Design ret_pred_check, sky130hd; sources not shown.
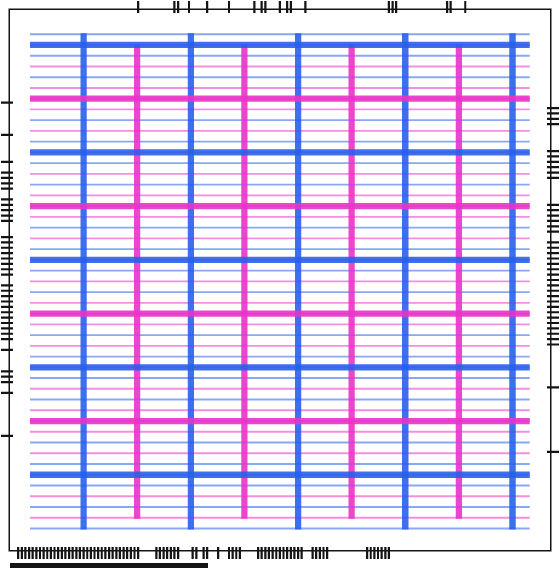
*PDN straps and rails*
Bar = 50 microns. Pins as bars on the die edge.
blue -> VSS
magenta -> VDD
signal pins = 169
met1 rails = 47
met5 straps = 9
Core Box Area: 15800 sq um
Peak supply drop: 0.245 mV
die width: 137 microns
die y size: 137 microns

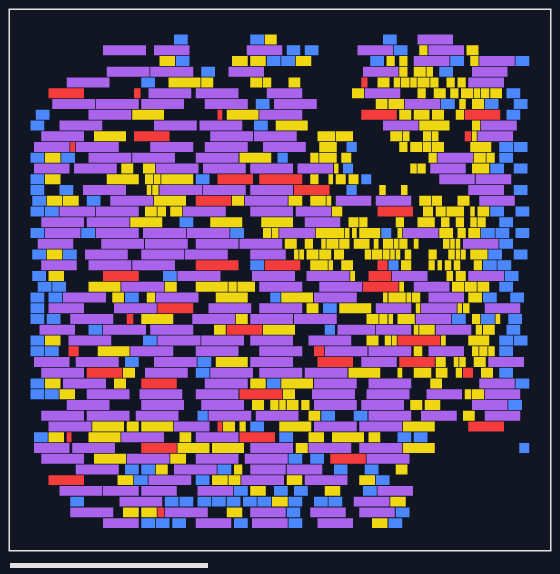
*Placed cells, one colour a class*
Bar = 50 microns.
purple -> flip-flops  # cells 209
yellow -> all other logic  # cells 285
red -> clock drivers and dummy loads  # cells 40
blue -> other buffers and delay cells  # cells 146
cell area after layout: 11000 sq um
row count: 46
final core utilization: 69.8%
Seq area share: 53.3%

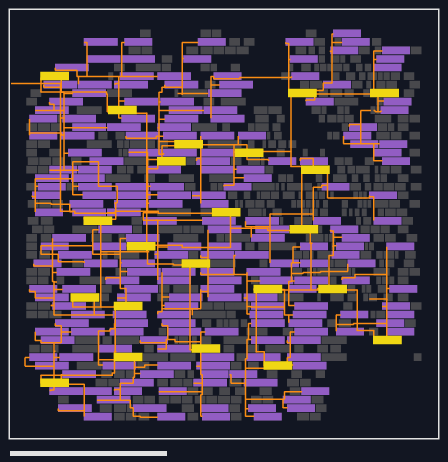
*Clock wires, drivers and flops*
Bar = 50 microns.
yellow -> cells driving clock nets  # count 22
purple -> flip-flops  # count 209
orange -> clock wires  # length 2260 microns
routed clock nets = 23
flops lie = widely spread
clock network fraction of design power: 30.7%
Worst-Skew Late Latency: 0.51 ns
clock network power: 1.33 mW

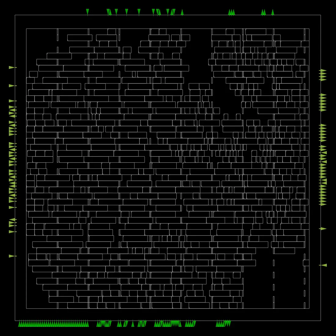
*Placement view*
# fillers: 1024
Flops: 209
final non-filler cell total: 896
TAP cells: 216

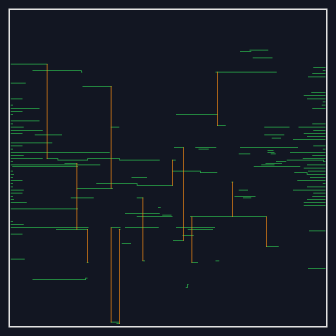
*Wiring by layer*
Only two layers are drawn.
orange -> met4  # wire length 358 microns
green -> met3  # wire length 1190 microns
Post-Route WL: 18100 microns
post-DR wirelength/cell: 20.3 microns
Via Count: 5000
GRT Total Usage: 20.0%

==> out/qor.csv <==
metric;value;unit
post-synthesis cell area;8830;sq um
Ant. Diodes;0;
Crit path largest cell delay;0.78;ns
number of nets with antenna violations after routing;0;
Post-CTS Resized;0;
# port buffers;136;
# H-tree levels;1;
TritonCTS Sinks;209;
Final Setup Violations;0;
power per cell area;390;nW/um^2
fmax;214;MHz
Final Hold Vio Count;0;
Final #Nets;775;
number of global-route vias before repair;5342;
Die ar.;18700;sq um
CP Buf/Inv Count;2;
Mapped Nets;627;
Critical Path End Type;flop;
net switching power;1.15;mW
Final Cycle Share;74.1;%
Gate power share;26.3;%
post-cts hold buffer count;0;
Worst-path clk slew;0.06;ns
DRC viols;0;
Placed Instances;856;
cell mode on critical path;xnor2_1;
global route overflow;0;
unrepaired setup endpoints after global routing;false;
worst rel slew slack;31.8;%
family with the most delay on the worst path;simple AND/OR/NAND/NOR gates;
Max Cap Violations;0;
vias per cell;5.58;
# IOs;169;
Final HPWL DP;12100;microns
dpl ws;1.24;ns
maximum clock insertion buffer count;3;
leak pwr;4.03;nW
Reg power frac;42.9;%
outcome;finished, final reports clean;
fraction of layout cells with a size suffix above 1;18.8;%
root buffer cell;clkbuf_16;
layer usage:
metal  wire [microns]  global-route usage, %
met4              358                   4.31
met5                0                      0
met2             9310                   34.5
met1             7280                   26.6
met3             1190                   4.19
cell usage in the layout (no fill, tap or decap), drive strengths merged, types with 13 or more instances in the layout:
master,count
nand2,13
dfrtp,77
edfxtp,132
nand3,17
mux4,33
nor2,13
xor2,17
clkdlybuf4s50,135
and3,15
clkbuf,24
nand4,16
mux2,33
xnor2,46
power by group through the flow:
| stage | sequential, mW | combinational, mW | clock [mW] |
|---|---|---|---|
| 4_1_cts | 1.85 | 1.15 | 1.35 |
| 6_report | 1.85 | 1.14 | 1.33 |
| 3_3_place_gp | 1.86 | 1.10 | 0 |
| 2_1_floorplan | 1.83 | 0.748 | 0 |
| 3_5_place_dp | 1.88 | 1.14 | 0 |
| 5_1_grt | 1.88 | 1.23 | 1.41 |
cell type report:
type	count	area (sq um)	share of cell area, %
Clock buffer	24	558	5.05
Clock inverter	16	199	1.80
Inverter	11	41.3	0.374
Multi-Input combinational cell	274	2650	24.0
Sequential cell	209	5890	53.3
Tap cell	216	270	2.45
Timing Repair Buffer	146	1430	13.0
through the flow:
step | hold slack [ns] | cell area, sq um
global route | 0.357 | 11000
floorplan | 0.318 | 8830
global placement | 0.325 | 10300
detailed placement | 0.337 | 10300
finish | 0.349 | 11000
CTS | 0.345 | 11000
Power figures rest on the tool's default switching activity, not on a simulated workload.
